===== src/rtl/conv3x3_stream_pkg.sv =====
// rtl/conv3x3_stream_pkg.sv - shared types and arithmetic helpers for the 3x3 convolution engine
package conv_pkg;

  typedef enum logic [1:0] {IDLE, RUN, DRAIN, DONE} conv_state_t;

  typedef enum logic [1:0] {CLAMP_PASS, CLAMP_LOW, CLAMP_HIGH} clamp_t;

  // Product is pixel+weight+1 bits signed; nine of them need 4 more bits of headroom.
  function automatic int acc_width(input int pix_bits, input int wt_bits);
    return pix_bits + wt_bits + 1 + 4;
  endfunction

  function automatic clamp_t clamp_class(input logic signed [47:0] v, input int pix_bits);
    logic signed [47:0] max_v;
    max_v = (48'sd1 <<< pix_bits) - 48'sd1;
    if (v < 48'sd0) return CLAMP_LOW;
    if (v > max_v) return CLAMP_HIGH;
    return CLAMP_PASS;
  endfunction

endpackage


===== src/rtl/conv3x3_stream_line_buffer.sv =====
// rtl/conv3x3_stream_line_buffer.sv - one-row circular pixel store, read-before-write at one index
module line_buffer #(
  parameter int DEPTH = 28,
  parameter int WIDTH = 8,
  localparam int AW = $clog2(DEPTH)
) (
  input  logic             clk,
  input  logic [AW-1:0]    idx_i,
  input  logic             we_i,
  input  logic [WIDTH-1:0] wr_data_i,
  output logic [WIDTH-1:0] rd_data_o
);

  logic [WIDTH-1:0] mem_q [DEPTH];

  assign rd_data_o = mem_q[idx_i];

  always_ff @(posedge clk) begin
    if (we_i) mem_q[idx_i] <= wr_data_i;
  end

endmodule


===== src/rtl/conv3x3_stream.sv =====
// rtl/conv3x3_stream.sv - streaming 3x3 valid-mode convolution with shift and ReLU clamp
module conv3x3_stream
  import conv_pkg::*;
#(
  parameter int IMG_WIDTH   = 28,
  parameter int IMG_HEIGHT  = 28,
  parameter int PIXEL_SIZE  = 8,
  parameter int WEIGHT_SIZE = 8,
  parameter int SHIFT       = 0
) (
  input  logic                     clk,
  input  logic                     reset,
  input  logic                     start,
  input  logic [9*WEIGHT_SIZE-1:0] kernel,
  input  logic [PIXEL_SIZE-1:0]    in_pixel,
  input  logic                     in_valid,
  output logic [PIXEL_SIZE-1:0]    pixel,
  output logic                     pixel_valid,
  output logic                     conv_done
);

  localparam int PROD_W = PIXEL_SIZE + WEIGHT_SIZE + 1;
  localparam int ACC_W  = acc_width(PIXEL_SIZE, WEIGHT_SIZE);
  localparam int COL_W  = $clog2(IMG_WIDTH);
  localparam int ROW_W  = $clog2(IMG_HEIGHT);

  conv_state_t state_q, state_d;
  logic drain_q, drain_d;
  logic [COL_W-1:0] col_q, col_d;
  logic [ROW_W-1:0] row_q, row_d;

  logic accept, last_in, win_full;
  logic [PIXEL_SIZE-1:0] lb0_rd, lb1_rd;
  logic [PIXEL_SIZE-1:0] nc [3];
  logic [PIXEL_SIZE-1:0] win_q [3][2];
  logic [PIXEL_SIZE-1:0] px [9];
  logic signed [PROD_W-1:0] prod [9];
  logic signed [ACC_W-1:0] sum_d, acc_q, acc_sh;
  logic signed [47:0] acc_ext;
  logic acc_v_q, pv_q;
  logic [PIXEL_SIZE-1:0] pixel_q, pixel_d;

  // A start pulse wins over any pixel presented on the same cycle.
  assign accept   = (state_q == RUN) && in_valid && !start;
  assign last_in  = (col_q == COL_W'(IMG_WIDTH - 1)) && (row_q == ROW_W'(IMG_HEIGHT - 1));
  assign win_full = (col_q >= COL_W'(2)) && (row_q >= ROW_W'(2));

  line_buffer #(.DEPTH(IMG_WIDTH), .WIDTH(PIXEL_SIZE)) u_lb0 (
    .clk(clk), .idx_i(col_q), .we_i(accept), .wr_data_i(lb1_rd), .rd_data_o(lb0_rd)
  );

  line_buffer #(.DEPTH(IMG_WIDTH), .WIDTH(PIXEL_SIZE)) u_lb1 (
    .clk(clk), .idx_i(col_q), .we_i(accept), .wr_data_i(in_pixel), .rd_data_o(lb1_rd)
  );

  assign nc[0] = lb0_rd;
  assign nc[1] = lb1_rd;
  assign nc[2] = in_pixel;

  always_comb begin
    state_d = state_q;
    drain_d = drain_q;
    col_d   = col_q;
    row_d   = row_q;
    if (start) begin
      state_d = RUN;
      drain_d = 1'b0;
      col_d   = '0;
      row_d   = '0;
    end else begin
      case (state_q)
        RUN: begin
          if (accept) begin
            if (col_q == COL_W'(IMG_WIDTH - 1)) begin
              col_d = '0;
              row_d = row_q + 1'b1;
            end else begin
              col_d = col_q + 1'b1;
            end
            if (last_in) begin
              state_d = DRAIN;
              drain_d = 1'b0;
            end
          end
        end
        // Two cycles: one for the sum stage, one for the output register.
        DRAIN: begin
          drain_d = 1'b1;
          if (drain_q) state_d = DONE;
        end
        default: ;
      endcase
    end
  end

  always_ff @(posedge clk) begin
    if (reset) begin
      state_q <= IDLE;
      drain_q <= 1'b0;
      col_q   <= '0;
      row_q   <= '0;
    end else begin
      state_q <= state_d;
      drain_q <= drain_d;
      col_q   <= col_d;
      row_q   <= row_d;
    end
  end

  always_ff @(posedge clk) begin
    if (accept) begin
      for (int r = 0; r < 3; r++) begin
        win_q[r][0] <= win_q[r][1];
        win_q[r][1] <= nc[r];
      end
    end
  end

  // Sum over the window as it will look after this accept: two stored columns plus the incoming one.
  always_comb begin
    logic [WEIGHT_SIZE-1:0] w;
    w     = '0;
    sum_d = '0;
    for (int r = 0; r < 3; r++) begin
      px[3*r]     = win_q[r][0];
      px[3*r + 1] = win_q[r][1];
      px[3*r + 2] = nc[r];
    end
    for (int k = 0; k < 9; k++) begin
      w       = kernel[k*WEIGHT_SIZE +: WEIGHT_SIZE];
      prod[k] = $signed({{(WEIGHT_SIZE + 1){1'b0}}, px[k]}) *
                $signed({{(PIXEL_SIZE + 1){w[WEIGHT_SIZE-1]}}, w});
      sum_d   = sum_d + $signed({{4{prod[k][PROD_W-1]}}, prod[k]});
    end
  end

  assign acc_sh  = acc_q >>> SHIFT;
  assign acc_ext = {{(48 - ACC_W){acc_sh[ACC_W-1]}}, acc_sh};

  always_comb begin
    pixel_d = acc_sh[PIXEL_SIZE-1:0];
    case (clamp_class(acc_ext, PIXEL_SIZE))
      CLAMP_LOW:  pixel_d = '0;
      CLAMP_HIGH: pixel_d = '1;
      default:    ;
    endcase
  end

  always_ff @(posedge clk) begin
    if (reset) begin
      acc_q   <= '0;
      acc_v_q <= 1'b0;
      pv_q    <= 1'b0;
      pixel_q <= '0;
    end else if (start) begin
      acc_v_q <= 1'b0;
      pv_q    <= 1'b0;
    end else begin
      acc_v_q <= accept && win_full;
      if (accept) acc_q <= sum_d;
      pv_q <= acc_v_q;
      if (acc_v_q) pixel_q <= pixel_d;
    end
  end

  assign pixel       = pixel_q;
  assign pixel_valid = pv_q;
  assign conv_done   = (state_q == DONE);

endmodule

===== config.mk =====
export PLATFORM = sky130hd
export DESIGN_NAME = conv3x3_stream
export DESIGN_NICKNAME = d
export VERILOG_FILES = /design/src/rtl/conv3x3_stream_pkg.sv /design/src/rtl/conv3x3_stream_line_buffer.sv /design/src/rtl/conv3x3_stream.sv
export SDC_FILE = /design/constraint.sdc
export NUM_CORES = 2
export LEC_CHECK = 0
export CORE_ASPECT_RATIO = 1.25
export CORE_MARGIN = 2
export CORE_UTILIZATION = 54
export CTS_CLUSTER_DIAMETER = 60
export CTS_CLUSTER_SIZE = 20
export DETAILED_ROUTE_END_ITERATION = 10
export PLACE_DENSITY = 0.71
export SYNTH_ARGS = -nofsm -noshare
export SYNTH_HDL_FRONTEND = slang
export SYNTH_SLANG_ARGS = --single-unit

===== constraint.sdc =====
create_clock -name clk -period 20.4 [get_ports clk]
set_clock_uncertainty 0.1 [all_clocks]
set_input_delay 5.1 -clock clk [delete_from_list [all_inputs] [get_ports clk]]
set_output_delay 5.1 -clock clk [all_outputs]
set_load 0.02 [all_outputs]

**Cell outlines without signal wires**

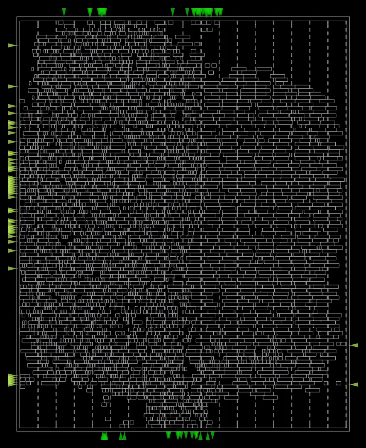
Tap Cells: 1044
Final Core Density: 0.5912
Seq area share: 0.3475
flip-flop and latch count: 545

==> results.json <==
{
  "die_h_um": 316.1,
  "holdPathStages": 2,
  "cts_resized": 0,
  "rr_endpoint": "acc_q[18]",
  "top_usage_layer": "met2",
  "clock_sinks": 545,
  "yosys_area_um2": 42070,
  "ys_warn_count": 0,
  "pre_cts_ws_ns": 6.814,
  "final_area_um2": 45710,
  "outcome": "finished clean",
  "r2r_cells": 26,
  "drv_slew": 0,
  "ys_cells": 3271,
  "hold_buffers": 0,
  "cap_viol_max_count": 0,
  "grt_pass1_vias": 26830,
  "grt_use_total": 0.2566,
  "wl_per_cell_um": 21.86,
  "max_slew.worst_pin.slew_ns": 1.032,
  "top_regs": "u_lb0.mem_q x224, u_lb1.mem_q x224, win_q x48"
}
**Signal wires on met2**

Scale bar: 100 µm.
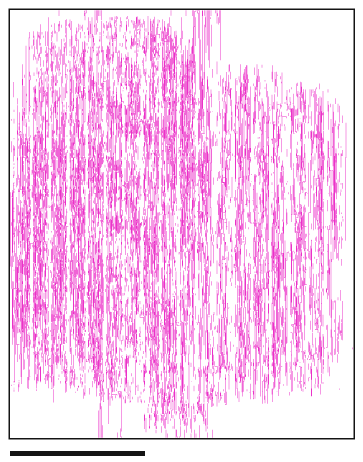
share of all routed wire: 54%
main direction: vertical
longest straight run: 94.9 µm
nets with wire on the layer: 3769
wire length on this layer: 53.0 mm
M2 GR Usage: 0.4753
Post-Route WL: 97.56 mm
via count: 24500

worst max-delay path, stage by stage:
cell             delay, ns
clkdlybuf4s50_1       0.76
inv_1                 0.26
nor2_1                0.18
fa_1                  0.46
fa_1                  0.45
fa_1                  0.50
inv_1                 0.06
fa_1                  0.55
fa_1                  0.58
inv_1                 0.06
fa_1                  0.50
fa_1                  0.48
fa_1                  0.49
fa_1                  0.49
inv_1                 0.05
fa_1                  0.47
inv_1                 0.05
ha_1                  0.36
a21o_1                0.23
a31o_2                0.24
a31oi_1               0.28
o21ai_0               0.24
or3_1                 0.37
and3_1                0.16
final cells by class:
type,instances,area share
clock inverters,15,0.004955
multi-input cells,1919,0.5056
repair buffers,138,0.02776
well taps,1044,0.02858
clock buffers,51,0.02395
diodes,3,0.0001642
flip-flops and latches,545,0.3475
inverters,748,0.06146
